Routed metal, one color a layer:
Scale bar: 50 um. Two of the layers only.
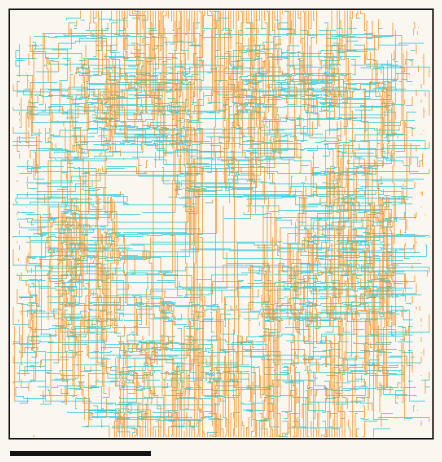
Power grid:
Scale bar: 50 um. Pins as bars on the die edge.
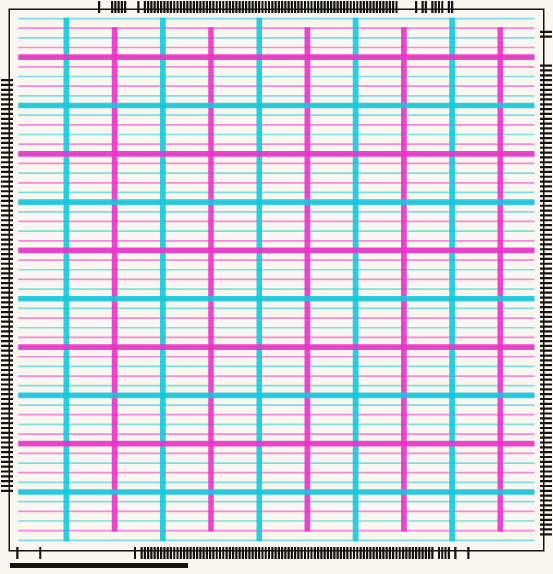
Signal wires on met2:
Scale bar: 50 um.
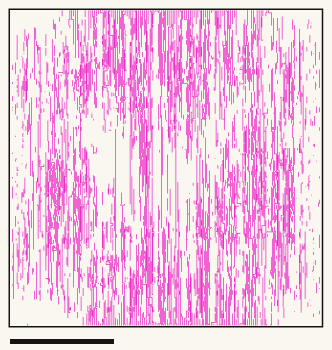
Clock routing:
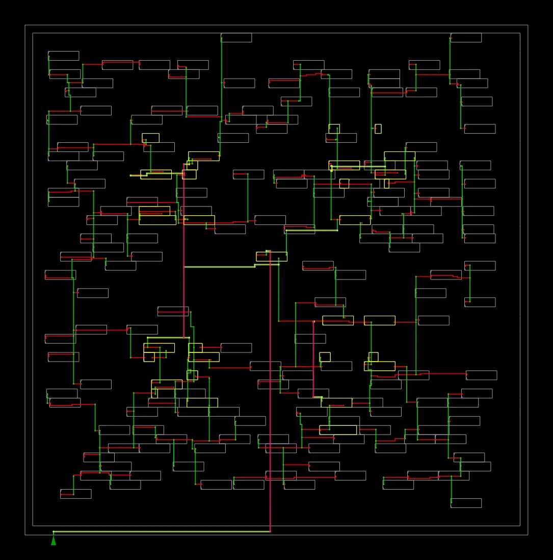
[src/rtl/aq_mmu_jtlb_tag_ctrl.sv]
// JTLB tag-array sequencer: arbitrates lookup / refill / invalidate-all onto the
// 64-set, 2-way tag SRAM and turns the read data into hit results and refill writes.
module aq_mmu_jtlb_tag_ctrl #(
  parameter int IDX_W = 6,
  parameter int TAG_W = 48
) (
  input  logic                   forever_cpuclk,
  input  logic                   cpurst_b,
  // Every requester holds its req (and payload) until it sees its gnt in the same
  // cycle; the transfer happens on that clock edge and req may drop afterwards.
  input  logic                   lkup_req,
  input  logic [IDX_W-1:0]       lkup_idx,
  input  logic [26:0]            lkup_vpn,
  input  logic [15:0]            lkup_asid,
  output logic                   lkup_gnt,
  output logic                   lkup_rslt_vld,
  output logic                   lkup_hit,
  output logic                   lkup_hit_way,
  output logic                   lkup_multi_hit,
  output logic [TAG_W-1:0]       lkup_hit_tag,
  input  logic                   refill_req,
  input  logic [IDX_W-1:0]       refill_idx,
  input  logic [TAG_W-1:0]       refill_tag,
  output logic                   refill_gnt,
  output logic                   refill_done,
  output logic                   refill_way,
  input  logic                   inv_all_req,
  output logic                   inv_all_gnt,
  output logic                   inv_all_done,
  output logic                   ctrl_busy,
  output logic [2:0]             ctrl_state_o,
  output logic                   jtlb_tag_cen,
  output logic [8:0]             jtlb_tag_idx,
  output logic [2:0]             jtlb_tag_wen,
  output logic [2*TAG_W+1:0]     jtlb_tag_din,
  input  logic [2*TAG_W+1:0]     jtlb_tag_dout
);

  localparam int DIN_W = 2*TAG_W + 2;
  localparam logic [IDX_W-1:0] LAST_SET = '1;

  // RF_RD is the read half of a refill; it coincides with the grant cycle, so the
  // FSM itself moves straight from the granting state to RF_WR.
  typedef enum logic [2:0] {
    ST_IDLE   = 3'd0,
    ST_LK_CMP = 3'd1,
    ST_RF_RD  = 3'd2,
    ST_RF_WR  = 3'd3,
    ST_INV    = 3'd4
  } state_e;

  state_e           state_q;
  logic [IDX_W-1:0] cnt_q;
  logic [26:0]      lk_vpn_q;
  logic [15:0]      lk_asid_q;
  logic [IDX_W-1:0] rf_idx_q;
  logic [TAG_W-1:0] rf_tag_q;

  logic             lkup_rslt_vld_q;
  logic             lkup_hit_q;
  logic             lkup_hit_way_q;
  logic             lkup_multi_hit_q;
  logic [TAG_W-1:0] lkup_hit_tag_q;
  logic             refill_done_q;
  logic             refill_way_q;
  logic             inv_all_done_q;

  logic [TAG_W-1:0] dout_way0;
  logic [TAG_W-1:0] dout_way1;
  logic             dout_fifo;
  logic             unused_dout_msb;

  logic             can_gnt;
  logic [1:0]       lk_hit_d;
  logic [1:0]       rf_match_d;
  logic             rf_way_d;
  logic [TAG_W-1:0] lk_hit_tag_d;

  assign dout_way0       = jtlb_tag_dout[TAG_W-1:0];
  assign dout_way1       = jtlb_tag_dout[2*TAG_W-1:TAG_W];
  assign dout_fifo       = jtlb_tag_dout[2*TAG_W];
  assign unused_dout_msb = jtlb_tag_dout[DIN_W-1];

  // Tag layout: [47]V [46]G [45:44]PGS [43:28]ASID [27:1]VPN [0]rsvd.
  // Larger pages ignore the low VPN bits; PGS=11 behaves like PGS=10.
  function automatic logic way_hit(input logic [TAG_W-1:0] tag,
                                   input logic [26:0]      vpn,
                                   input logic [15:0]      asid);
    logic [26:0] mask;
    case (tag[45:44])
      2'b00:   mask = {27{1'b1}};
      2'b01:   mask = {{18{1'b1}}, 9'h000};
      default: mask = {{9{1'b1}}, 18'h00000};
    endcase
    return tag[47] & (tag[46] | (tag[43:28] == asid)) &
           (((tag[27:1] ^ vpn) & mask) == 27'd0);
  endfunction

  always_comb begin
    lk_hit_d[0]   = way_hit(dout_way0, lk_vpn_q, lk_asid_q);
    lk_hit_d[1]   = way_hit(dout_way1, lk_vpn_q, lk_asid_q);
    rf_match_d[0] = way_hit(dout_way0, rf_tag_q[27:1], rf_tag_q[43:28]);
    rf_match_d[1] = way_hit(dout_way1, rf_tag_q[27:1], rf_tag_q[43:28]);
    lk_hit_tag_d  = '0;
    if (lk_hit_d[0]) begin
      lk_hit_tag_d = dout_way0;
    end else if (lk_hit_d[1]) begin
      lk_hit_tag_d = dout_way1;
    end
    // Victim: re-use a matching entry, else an invalid way, else the FIFO pointer.
    if (rf_match_d[0]) begin
      rf_way_d = 1'b0;
    end else if (rf_match_d[1]) begin
      rf_way_d = 1'b1;
    end else if (!dout_way0[TAG_W-1]) begin
      rf_way_d = 1'b0;
    end else if (!dout_way1[TAG_W-1]) begin
      rf_way_d = 1'b1;
    end else begin
      rf_way_d = dout_fifo;
    end
  end

  assign can_gnt     = (state_q == ST_IDLE) || (state_q == ST_LK_CMP);
  assign inv_all_gnt = can_gnt & inv_all_req;
  assign refill_gnt  = can_gnt & refill_req & ~inv_all_req;
  assign lkup_gnt    = can_gnt & lkup_req & ~inv_all_req & ~refill_req;

  always_comb begin
    jtlb_tag_cen = 1'b0;
    jtlb_tag_idx = 9'd0;
    jtlb_tag_wen = 3'b000;
    jtlb_tag_din = '0;
    case (state_q)
      ST_RF_WR: begin
        jtlb_tag_cen = 1'b1;
        jtlb_tag_idx = 9'(rf_idx_q);
        jtlb_tag_wen = {1'b1, rf_way_d, ~rf_way_d};
        jtlb_tag_din = {1'b0, ~rf_way_d, rf_tag_q, rf_tag_q};
      end
      ST_INV: begin
        jtlb_tag_cen = 1'b1;
        jtlb_tag_idx = 9'(cnt_q);
        jtlb_tag_wen = 3'b111;
      end
      default: begin
        if (refill_gnt) begin
          jtlb_tag_cen = 1'b1;
          jtlb_tag_idx = 9'(refill_idx);
        end else if (lkup_gnt) begin
          jtlb_tag_cen = 1'b1;
          jtlb_tag_idx = 9'(lkup_idx);
        end
      end
    endcase
  end

  always_ff @(posedge forever_cpuclk or negedge cpurst_b) begin
    if (!cpurst_b) begin
      state_q          <= ST_IDLE;
      cnt_q            <= '0;
      lk_vpn_q         <= '0;
      lk_asid_q        <= '0;
      rf_idx_q         <= '0;
      rf_tag_q         <= '0;
      lkup_rslt_vld_q  <= 1'b0;
      lkup_hit_q       <= 1'b0;
      lkup_hit_way_q   <= 1'b0;
      lkup_multi_hit_q <= 1'b0;
      lkup_hit_tag_q   <= '0;
      refill_done_q    <= 1'b0;
      refill_way_q     <= 1'b0;
      inv_all_done_q   <= 1'b0;
    end else begin
      lkup_rslt_vld_q <= (state_q == ST_LK_CMP);
      refill_done_q   <= (state_q == ST_RF_WR);
      inv_all_done_q  <= (state_q == ST_INV) && (cnt_q == LAST_SET);

      // The compare depends only on dout, so it retires even if a new grant leaves LK_CMP.
      if (state_q == ST_LK_CMP) begin
        lkup_hit_q       <= |lk_hit_d;
        lkup_hit_way_q   <= ~lk_hit_d[0] & lk_hit_d[1];
        lkup_multi_hit_q <= &lk_hit_d;
        lkup_hit_tag_q   <= lk_hit_tag_d;
      end
      if (state_q == ST_RF_WR) begin
        refill_way_q <= rf_way_d;
      end
      if (lkup_gnt) begin
        lk_vpn_q  <= lkup_vpn;
        lk_asid_q <= lkup_asid;
      end
      if (refill_gnt) begin
        rf_idx_q <= refill_idx;
        rf_tag_q <= refill_tag;
      end

      case (state_q)
        ST_IDLE, ST_LK_CMP: begin
          if (inv_all_gnt) begin
            state_q <= ST_INV;
          end else if (refill_gnt) begin
            state_q <= ST_RF_WR;
          end else if (lkup_gnt) begin
            state_q <= ST_LK_CMP;
          end else begin
            state_q <= ST_IDLE;
          end
        end
        ST_INV: begin
          cnt_q <= cnt_q + IDX_W'(1);
          if (cnt_q == LAST_SET) begin
            state_q <= ST_IDLE;
          end
        end
        default: state_q <= ST_IDLE;
      endcase
    end
  end

  assign lkup_rslt_vld  = lkup_rslt_vld_q;
  assign lkup_hit       = lkup_hit_q;
  assign lkup_hit_way   = lkup_hit_way_q;
  assign lkup_multi_hit = lkup_multi_hit_q;
  assign lkup_hit_tag   = lkup_hit_tag_q;
  assign refill_done    = refill_done_q;
  assign refill_way     = refill_way_q;
  assign inv_all_done   = inv_all_done_q;
  assign ctrl_busy      = (state_q != ST_IDLE);
  assign ctrl_state_o   = state_q;

endmodule

[config.mk]
export PLATFORM = sky130hd
export DESIGN_NAME = aq_mmu_jtlb_tag_ctrl
export DESIGN_NICKNAME = d
export VERILOG_FILES = /design/src/rtl/aq_mmu_jtlb_tag_ctrl.sv
export SDC_FILE = /design/constraint.sdc
export NUM_CORES = 1
export LEC_CHECK = 0
export CAP_MARGIN = 20
export CORE_AREA = 2 2 148 150
export DETAILED_ROUTE_END_ITERATION = 8
export DIE_AREA = 0 0 150 152
export GPL_TIMING_DRIVEN = 0
export PLACE_DENSITY_LB_ADDON = 0.25
export SLEW_MARGIN = 20
export SYNTH_ARGS = -nofsm -noshare
export SYNTH_HDL_FRONTEND = slang
export SYNTH_SLANG_ARGS = --single-unit
[constraint.sdc]
create_clock -name forever_cpuclk -period 3.4 [get_ports forever_cpuclk]
set_input_delay 0.34 -clock forever_cpuclk [delete_from_list [all_inputs] [get_ports forever_cpuclk]]
set_output_delay 0.34 -clock forever_cpuclk [all_outputs]
set_load 0.05 [all_outputs]
==> run notes <==
Results of the run.

The run finished with clean final reports. The internal power of the cells is 5860 uW. The share of power burned in combinational logic is 44.1%. The combined area of the multi-input logic cells is 0.00485 mm^2. The final worst hold slack is 464 ps. The sequential-cell power consumption is 3600 uW. The via count of the first global-routing pass was 8606. In the Yosys report the total cell count is 912. Summed over all cells, the static leakage comes to 0.00571 uW. The placement report lists the number of port buffers as 373. Entering global routing, the biggest net connects 91 pins.

The number of setup buffers added after CTS is 0. The count of multi-input gates is 651. For reference, the clock transition at the flip-flops on the worst setup and hold paths is 70 ps. The switching power total is 4090 uW. A synthesized cell averages 10.4 um^2. The share of the core filled by cells before placement is 44.4%. The cell area that synthesis handed to floorplanning was 0.00947 mm^2. After layout, the worst path uses 96.4% of the clock period. Looking at the group totals, the largest power group turns out to be combinational logic. The sequential cell area is 0.00403 mm^2. The headroom to the max-slew limit is 49.1%.

The worst-path cell with the longest stage delay is dfrtp_1. The share of synthesized cell area in and, or, nand and nor gates is 12.9%. After synthesis, the netlist uses 47 different library cells.

Looking at area per cell type in the netlist, the leader is dfrtp_1. The master cell of the clock root buffer is clkbuf_16. The report puts the hold buffer count at CTS at 1.

The most critical setup path has its endpoint at jtlb_tag_wen[0]. Per the GRT congestion report, total overflow comes to 0. The TritonCTS clock tree is done. The minimum clock period after layout is 3280 ps. The worst path buffer plus inverter count is 1. The final timing report lists a max-slew violation count of 0. The main area contributors are dfrtp_1 43%, mux2_2 12%, xnor2_1 9.7%, xor2_1 6.7%, nand2_1 4.4%.

The congestion estimate from routability-driven global placement came to 0.936. After synthesis the netlist holds a flip-flop and latch count of 161. The arrival time at the worst endpoint is 2940 ps. The area share of buffers outside the clock network is 30.7%. The synthesized instance count is 912. The final layout report lists a clock buffer count of 19. The number of max-cap violations is 0. Per the post-place timing report, worst setup slack is -221 ps.

The later pin in the worst-skew pair is clocked with a latency of 420 ps. The fraction of power consumed by sequential logic is 36.2%. By area, combinational gates come first. The cell family contributing the most delay on the critical path is AND-OR/OR-AND gates.

Of the total power, the clock network draws 19.7%. The count of inverters other than clock inverters in the layout is 6. The final-report hold violation count is 0. The share of final-layout standard cells stronger than drive strength 1 is 16.3%. The share of synthesized area in the top cell type comes to 42.5%. The power density relative to cell area is 700 mW/mm^2.

The combinational logic power is 4390 uW. dfrtp_1 is the most common cell in the netlist. The synthesis area per yosys is 0.00947 mm^2. For met3 alone, demand over resource in global routing was 6.94%. The number of cells on the critical path is 7.

The global-route track usage on met1 is 36.0%. Of the combinational cells, the family taking the most area is XOR/XNOR gates. The placed wire-length estimate after detailed placement is 25.2 mm. The kind of capture point of the worst setup path is an output port. Per STA, the worst path is made up of xor2_1 -> nor4_1 -> a21oi_1 -> o31a_1 -> o21a_1 -> a211o_1 -> dlygate4sd2_1.

The worst register-to-register path begins at lk_vpn_q[3]. Setup repair after global routing left no endpoint under its margin. According to the finish report, the design has a final net count of 1516.

The synthesis warning total is 0. The total global-route track usage is 28.3%. The worst hold-check path type is in2async. The number of search-and-repair iterations in the first detailed-routing pass is 5. Looking at the global route congestion table, the highest-usage layer is met2. The OpenROAD warning count is 27. The chip area is 0.0228 mm^2. For the worst setup path, the data required time is 3060 ps. The total of plain and repair buffers excluding clock buffers is 472. Pin placement for this block handled 379 I/O pins. The final-report setup violation count is 0. The post-detailed-route count of antenna-violating nets is 0. The signed area change from the synthesized netlist to the final layout is 50.1%.

The synthesized-area fraction occupied by ao, oa, aoi and oai cells is 9.83%. The violation tally recorded at the end of detailed-routing iteration 0 is 405. The pin closest to its max-slew limit shows a slew of 763 ps.

The predominant post-synthesis flop cell is dfrtp_1. Looking at the reg2reg group, the worst path ends at lkup_hit_tag[30]. The register share after synthesis is 42.5%. The timing report gives the worst reg2reg path a setup slack of 810 ps.

For this run, the top clock speed supported by timing is 305 MHz. The critical path is of the reg2out type. The first-pass GRT wire length is 49.3 mm.

The switching share of total power is 41.1%. The routed design shows a via density per instance of 5.26. The largest fanout on the critical path is 4.

Counting flops with an async set or reset pin after synthesis yields a share of 100%. The initial antenna violation count is 1. The portion of the layout cell area used by clock cells is 4.18%.

The xor/xnor share of the synthesized area is 16.4%. The number of enable-type register cells in the synthesized netlist is 0. For reference, the mux area share after synthesis is 11.6%.

In the final layout, flip-flops and latches take up 28.3% of the cell area. The script logs the mean routed wire length per placed instance as 20.2 um. The synthesized netlist devotes 0.132% of its cell area to adder and majority cells. Fill cells in the final layout number 1744. The worst setup path startpoint is rf_tag_q[8].
Back to the opening pictures, 'routed metal, one color a layer':
| layer | color | wire length |
|---|---|---|
| metal 2 | orange | 16000 um |
| metal 1 | cyan | 13300 um |

Back to the opening pictures, 'power grid':
| net | color |
|---|---|
| VSS | cyan |
| VDD | magenta |
signal pins: 379
met4 straps: 10
rows: 54
met1 rails: 55
met5 straps: 10
maximum vdd drop: 0.000345 V
Die X-Extent: 150 um
die height: 152 um
area of the placeable core: 0.0214 mm^2

Back to the opening pictures, 'signal wires on met2':
wire length on this layer: 16000 um
nets with wire on the layer: 1324
Post-Route WL: 32.4 mm
detailed-route via count: 8437
M2 GR Usage: 47.1%

Back to the opening pictures, 'clock routing':
Num CTS Buffers: 17
number of clock sinks seen by CTS: 161
num sequential: 161

==> layer usage <==
| layer | up-vias | wire length (um) |
|---|---|---|
| met1 | 4136 | 13300 |
| met2 | 336 | 16000 |
| li1 | 3924 | - |
| met4 | 0 | 717 |
| met3 | 41 | 2460 |
| met5 | - | 0 |
==> cells in the final DEF (no fill, tap or decap), types with 4 or more instances in the layout <==
master           synthesis  layout
a31o_1                  34      34
clkbuf_16                0      17
conb_1                   1       4
inv_1                    5       5
clkbuf_1                38      34
a222oi_1                 6       6
nor3_1                   6       6
clkdlybuf4s50_1          0     362
nand4_1                 26      26
nor4_1                  18      17
xnor2_1                105     105
clkbuf_2                 0       6
inv_6                    0       4
nor2_1                  14      13
buf_6                    4       4
o21ai_0                 45      45
dlygate4sd2_1            0       8
a31o_2                  13      13
o21ai_1                  5       5
and2_1                  51      51
mux2_2                  98      98
dfrtp_1                161     161
nand2_1                112     112
buf_4                   53      53
xor2_1                  72      72
nand3_1                  4       4
==> per-stage QoR <==
stage / total power (uW) / util, % / instances / TNS (ps)
2_1_floorplan: 6420 / - / 915 / 0
3_5_place_dp: 8020 / 63.7 / 1569 / -1070
6_report: 9950 / 66.6 / 1603 / 0
3_3_place_gp: 7920 / 63.5 / 1568 / -796940
4_1_cts: 9990 / 66.6 / 1602 / 0
5_1_grt: 10500 / 66.6 / 1603 / 0
==> worst reg2reg max path: cells and delay by family (launching register included) <==
kind / cells / cell delay (ps)
buffers and inverters: 2 / 360
XOR/XNOR: 1 / 160
AND-OR/OR-AND: 2 / 440
flip-flops: 1 / 420
AND/OR/NAND/NOR: 3 / 1150
Power is estimated from default activity; no workload was simulated.
